<file path="src/rtl/bch_dec_ctrl.sv">
// rtl/bch_dec_ctrl.sv - BCH decoder sequencer: load, syndrome, BER, Chien, output
// Latches per-codeword config, steps the stage handshakes and sequences the location-buffer readout.
module bch_dec_ctrl #(
  parameter int TIMEOUT = 2047,
  parameter int CNT_W   = 11
) (
  input  logic        clk,
  input  logic        rst,
  input  logic        set,
  input  logic        mode,
  input  logic [1:0]  code,
  output logic        ready,
  output logic [6:0]  beat_idx,
  output logic [9:0]  n_len,
  output logic [2:0]  t_sel,
  output logic        mode_q,
  output logic        syn_start,
  input  logic        syn_done,
  input  logic        syn_zero,
  output logic        ber_start,
  input  logic        ber_done,
  input  logic [2:0]  ber_deg,
  output logic        chien_start,
  input  logic        chien_done,
  input  logic [2:0]  chien_cnt,
  output logic        finish,
  output logic [2:0]  out_idx,
  output logic        out_last,
  output logic        dec_fail
);

  typedef enum logic [2:0] {S_IDLE, S_LOAD, S_SYN, S_BER, S_CHIEN, S_OUT} state_t;

  localparam logic [CNT_W-1:0] TO = CNT_W'(TIMEOUT);

  state_t           state_q, state_d;
  logic [6:0]       beat_q, beat_d;
  logic [CNT_W-1:0] wd_q, wd_d, wd_inc;
  logic             entry_q, entry_d;
  logic [2:0]       deg_q, deg_d;
  logic [2:0]       k_q, k_d, k_last;
  logic             fail_q, fail_d;
  logic [2:0]       oidx_q, oidx_d;
  logic [9:0]       n_len_q, n_len_d;
  logic [2:0]       t_sel_q, t_sel_d;
  logic             mode_d;
  logic             done_sel;

  assign wd_inc   = wd_q + CNT_W'(1);
  assign k_last   = (k_q == 3'd0) ? 3'd0 : k_q - 3'd1;
  assign done_sel = (state_q == S_SYN) ? syn_done :
                    (state_q == S_BER) ? ber_done : chien_done;

  assign syn_start   = entry_q && (state_q == S_SYN);
  assign ber_start   = entry_q && (state_q == S_BER);
  assign chien_start = entry_q && (state_q == S_CHIEN);
  assign beat_idx    = beat_q;
  assign n_len       = n_len_q;
  assign t_sel       = t_sel_q;
  assign out_idx     = oidx_q;
  assign dec_fail    = fail_q;

  always_comb begin
    state_d  = state_q;
    beat_d   = beat_q;
    wd_d     = wd_q;
    deg_d    = deg_q;
    k_d      = k_q;
    fail_d   = fail_q;
    oidx_d   = oidx_q;
    n_len_d  = n_len_q;
    t_sel_d  = t_sel_q;
    mode_d   = mode_q;
    ready    = 1'b0;
    finish   = 1'b0;
    out_last = 1'b0;
    case (state_q)
      S_IDLE: begin
        if (set && code != 2'd0) begin
          state_d = S_LOAD;
          fail_d  = 1'b0;
          beat_d  = 7'd0;
          mode_d  = mode;
          case (code)
            2'd1:    begin n_len_d = 10'd63;   t_sel_d = 3'd2; end
            2'd2:    begin n_len_d = 10'd255;  t_sel_d = 3'd2; end
            default: begin n_len_d = 10'd1023; t_sel_d = 3'd4; end
          endcase
        end
      end
      S_LOAD: begin
        ready = 1'b1;
        // (n_len+1)/8 beats, so the last beat index is n_len/8
        if (beat_q == n_len_q[9:3]) begin
          beat_d  = 7'd0;
          state_d = S_SYN;
        end else begin
          beat_d = beat_q + 7'd1;
        end
      end
      S_SYN, S_BER, S_CHIEN: begin
        if (entry_q) begin
          wd_d = '0;
        end else if (done_sel) begin
          if (state_q == S_SYN) begin
            if (syn_zero) begin
              state_d = S_OUT;
              k_d     = 3'd0;
            end else begin
              state_d = S_BER;
            end
          end else if (state_q == S_BER) begin
            if (ber_deg == 3'd0 || ber_deg > t_sel_q) begin
              state_d = S_OUT;
              k_d     = 3'd0;
              fail_d  = 1'b1;
            end else begin
              state_d = S_CHIEN;
              deg_d   = ber_deg;
            end
          end else begin
            state_d = S_OUT;
            if (chien_cnt != deg_q) begin
              k_d    = 3'd0;
              fail_d = 1'b1;
            end else begin
              k_d = deg_q;
            end
          end
        end else if (wd_inc == TO) begin
          state_d = S_OUT;
          k_d     = 3'd0;
          fail_d  = 1'b1;
        end else begin
          wd_d = wd_inc;
        end
      end
      S_OUT: begin
        finish = 1'b1;
        if (oidx_q == k_last) begin
          out_last = 1'b1;
          oidx_d   = 3'd0;
          state_d  = S_IDLE;
        end else begin
          oidx_d = oidx_q + 3'd1;
        end
      end
      default: state_d = S_IDLE;
    endcase
    entry_d = (state_d != state_q) &&
              (state_d == S_SYN || state_d == S_BER || state_d == S_CHIEN);
  end

  always_ff @(posedge clk or posedge rst) begin
    if (rst) begin
      state_q <= S_IDLE;
      beat_q  <= '0;
      wd_q    <= '0;
      entry_q <= 1'b0;
      deg_q   <= '0;
      k_q     <= '0;
      fail_q  <= 1'b0;
      oidx_q  <= '0;
      n_len_q <= '0;
      t_sel_q <= '0;
      mode_q  <= 1'b0;
    end else begin
      state_q <= state_d;
      beat_q  <= beat_d;
      wd_q    <= wd_d;
      entry_q <= entry_d;
      deg_q   <= deg_d;
      k_q     <= k_d;
      fail_q  <= fail_d;
      oidx_q  <= oidx_d;
      n_len_q <= n_len_d;
      t_sel_q <= t_sel_d;
      mode_q  <= mode_d;
    end
  end

endmodule

</file>
<file path="config.mk">
export PLATFORM = sky130hd
export DESIGN_NAME = bch_dec_ctrl
export DESIGN_NICKNAME = d
export VERILOG_FILES = /design/src/rtl/bch_dec_ctrl.sv
export SDC_FILE = /design/constraint.sdc
export NUM_CORES = 1
export LEC_CHECK = 0
export CAP_MARGIN = 25
export CORE_ASPECT_RATIO = 0.9
export CORE_MARGIN = 2
export CORE_UTILIZATION = 52
export CTS_CLUSTER_SIZE = 14
export DETAILED_ROUTE_END_ITERATION = 10
export GPL_ROUTABILITY_DRIVEN = 0
export PLACE_DENSITY = 0.8
export SETUP_SLACK_MARGIN = 0.4
export SYNTH_ARGS = -nofsm -noshare
export SYNTH_HDL_FRONTEND = slang
export SYNTH_SLANG_ARGS = --single-unit
</file>
<file path="constraint.sdc">
create_clock -name clk -period 2.5 [get_ports clk]
set_input_delay 0.5 -clock clk [delete_from_list [all_inputs] [get_ports clk]]
set_output_delay 0.5 -clock clk [all_outputs]
set_load 0.03 [all_outputs]
</file>
**Pin placement**

Pins as bars across the die edge, other pins in gray.
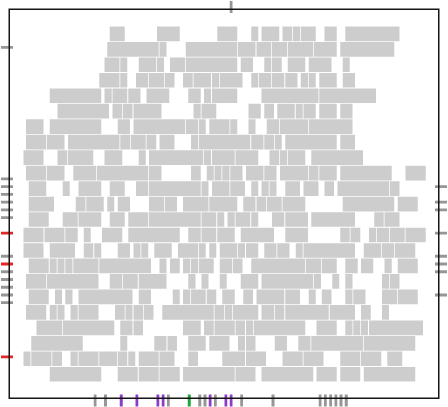
legend:
  green:
    port: ready
    pins: 1
    direction: output
    edge: bottom
  red:
    port: t_sel
    pins: 3
    direction: output
    edge: left
  purple:
    port: beat_idx
    pins: 7
    direction: output
    edge: bottom

**Clock wires, drivers and flops**

Bar = 20 um.
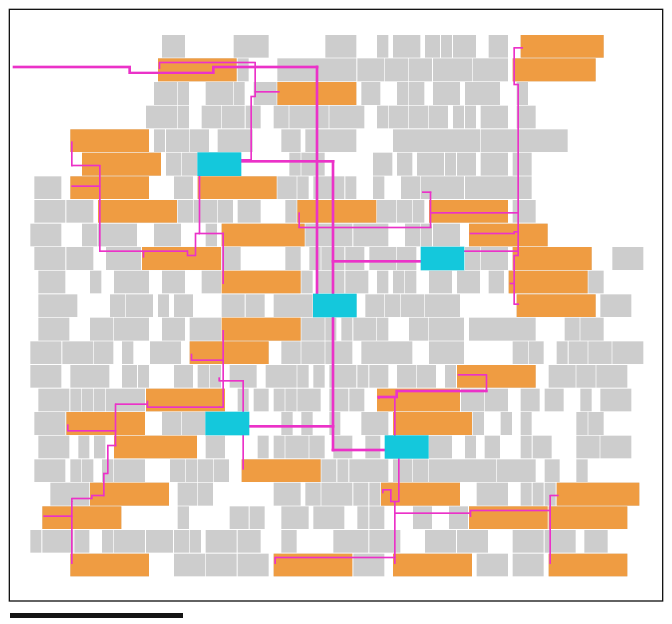
legend:
  magenta:
    item: clock wires
    length: 466 um
  cyan:
    item: clock-net drivers
    count: 5
  orange:
    item: flip-flops
    count: 37
routed clock nets: 6
flops lie: all over the die

**Cells colored by class**

Fill, decap, tap and diode cells in gray.
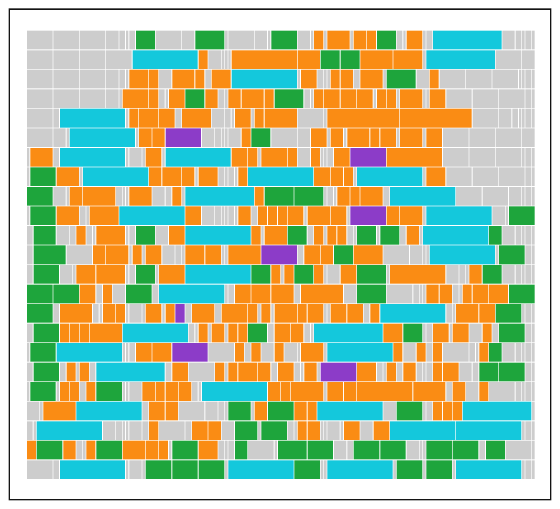
legend:
  green:
    class: remaining buffers and delay cells
    cells: 71
  purple:
    class: clock drivers and dummy loads
    cells: 7
  cyan:
    class: sequential cells
    cells: 37
  orange:
    class: remaining logic cells
    cells: 226

**Cell outlines without signal wires**

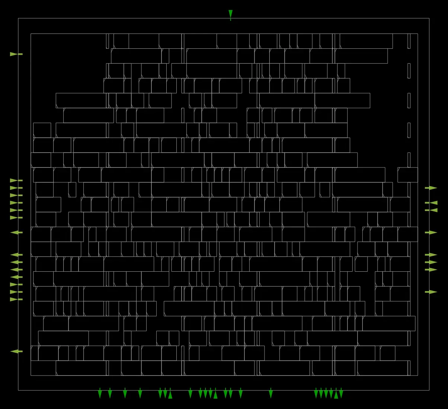
fill cell count: 341
Seq area share: 29.0%

**Wiring by layer**

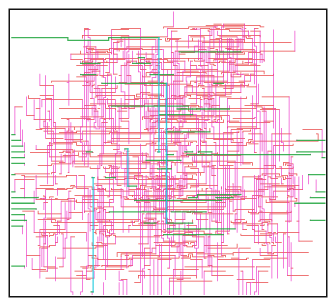
legend:
  magenta:
    layer: M2
    wire_length: 3050 um
  green:
    layer: M3
    wire_length: 370 um
  red:
    layer: M1
    wire_length: 2940 um
  cyan:
    layer: M4
    wire_length: 96.6 um

## what timing repair did
item                       4_1_cts  5_1_grt
resized                         25       34
hold buffers                     0        0
setup buffers                    9        3
setup endpoints to repair       24       27
pin swaps                       13       14
## report_power, final
group | internal, W | switching, W | leakage [nW] | total (W)
Sequential | 0.000746 | 0.000195 | 0.456 | 0.000941
Combinational | 0.000621 | 0.000851 | 0.941 | 0.00147
Clock | 0.000219 | 0.000205 | 0.0443 | 0.000424
## stage by stage
stage	hold slack (ns)	power (W)	std cells	setup WS (ns)
4_1_cts	0.493	0.00274	400	0.214
3_3_place_gp	0.468	0.00221	384	0.0451
3_5_place_dp	0.475	0.00225	384	-0.0453
5_1_grt	0.518	0.00299	403	0.282
2_1_floorplan	0.445	0.00178	283	0.417
6_report	0.491	0.00284	403	0.379
==> notes.md <==
The flow run is done. By instance count after routing, the leading logic cell types are nand2_1, clkdlybuf4s50_1, dfrtp_1. The top cell type by area accounts for between 30% and 40% of the synthesized area. The leakage component of the power was reported as 1.44 nW. The synthesized design spends more area on one cell type than any other, namely dfrtp_1. Pin placement for this block handled about 47 I/O pins.

The path class of the tightest hold or removal check is register to register. Synthesized cell area landed at around 2400 um2. The final hold violation count recorded for this run is 0. Gate count of the mapped netlist landed at 283. For reference, the most critical setup path is categorized as register to output pin. The run finished with clean final reports. First-pass GRT wire length landed at slightly below 10000 um. Detailed routing placed a total of 3050 um of wire on met2. Number of standard-cell rows in the floorplan landed at 23. Measured along the x axis, the die boundary spans ~75 um.

The STA report counts the stages on the worst setup path as 6. During placement, the flow inserted port buffers numbering about 45. Number of nets with antenna violations after detailed routing landed at 0. Endpoint arrival time on the critical path landed at between 1.5 and 2 ns. Per the cell usage report, the commonest logic cell in the layout is nand2_1.

Setup TNS after final layout landed at 0 ns. Initial detailed-routing violation count landed at 184. Yosys mapped a number of flops with a built-in enable equal to 0.

No sink is reached through more buffers than the 2 on the longest clock path. The capture point of the critical path was reported as out_last. The main area contributors are dfrtp_1, nand2_1, nor2_1. Share of synthesized area occupied by flip-flops and latches landed at between 30% and 40%. Per the detail_route report, vias per standard cell equal around 5.7.

The global routing report lists combined usage of all routing layers as roughly 26%. STA classifies the critical path endpoint as an output pin. For flop-to-flop paths, the worst setup slack is roughly 0.40 ns. In this run, the synthesized area fraction spent on and/or/nand/nor cells is recorded as 27.1%. The cell-mix breakdown from Yosys lists the XOR/XNOR area share as under 10%.

The post-synth register bit count is 37. In the global route stage, met1 resource usage came out at roughly two fifths. Ranked by total area, the top cell class in this layout is multi-input combinational cells. Number of diodes added for antenna fixing landed at 0. Estimated wirelength of the detail-placed design landed at around 4400 um. The report lists the cells along the critical path as and2_1 > a21oi_1 > o31ai_1 > o21ai_1 > nor2_1 > buf_2. Post-synthesis async set-or-reset flop share landed at 100%. Looking at the VDD voltage map, the peak drop is approximately 0.00069 V.

The critical path endpoint has a required time of approximately 2 ns. The global route stage reports its total congestion overflow as 0. TritonCTS built the clock tree. In the final routed layout, each cell accounts on average for roughly 16 um. Source-to-sink clock delay at the later pin of the worst-skew pair landed at about 0.29 ns.
Power is estimated from default activity; no workload was simulated.
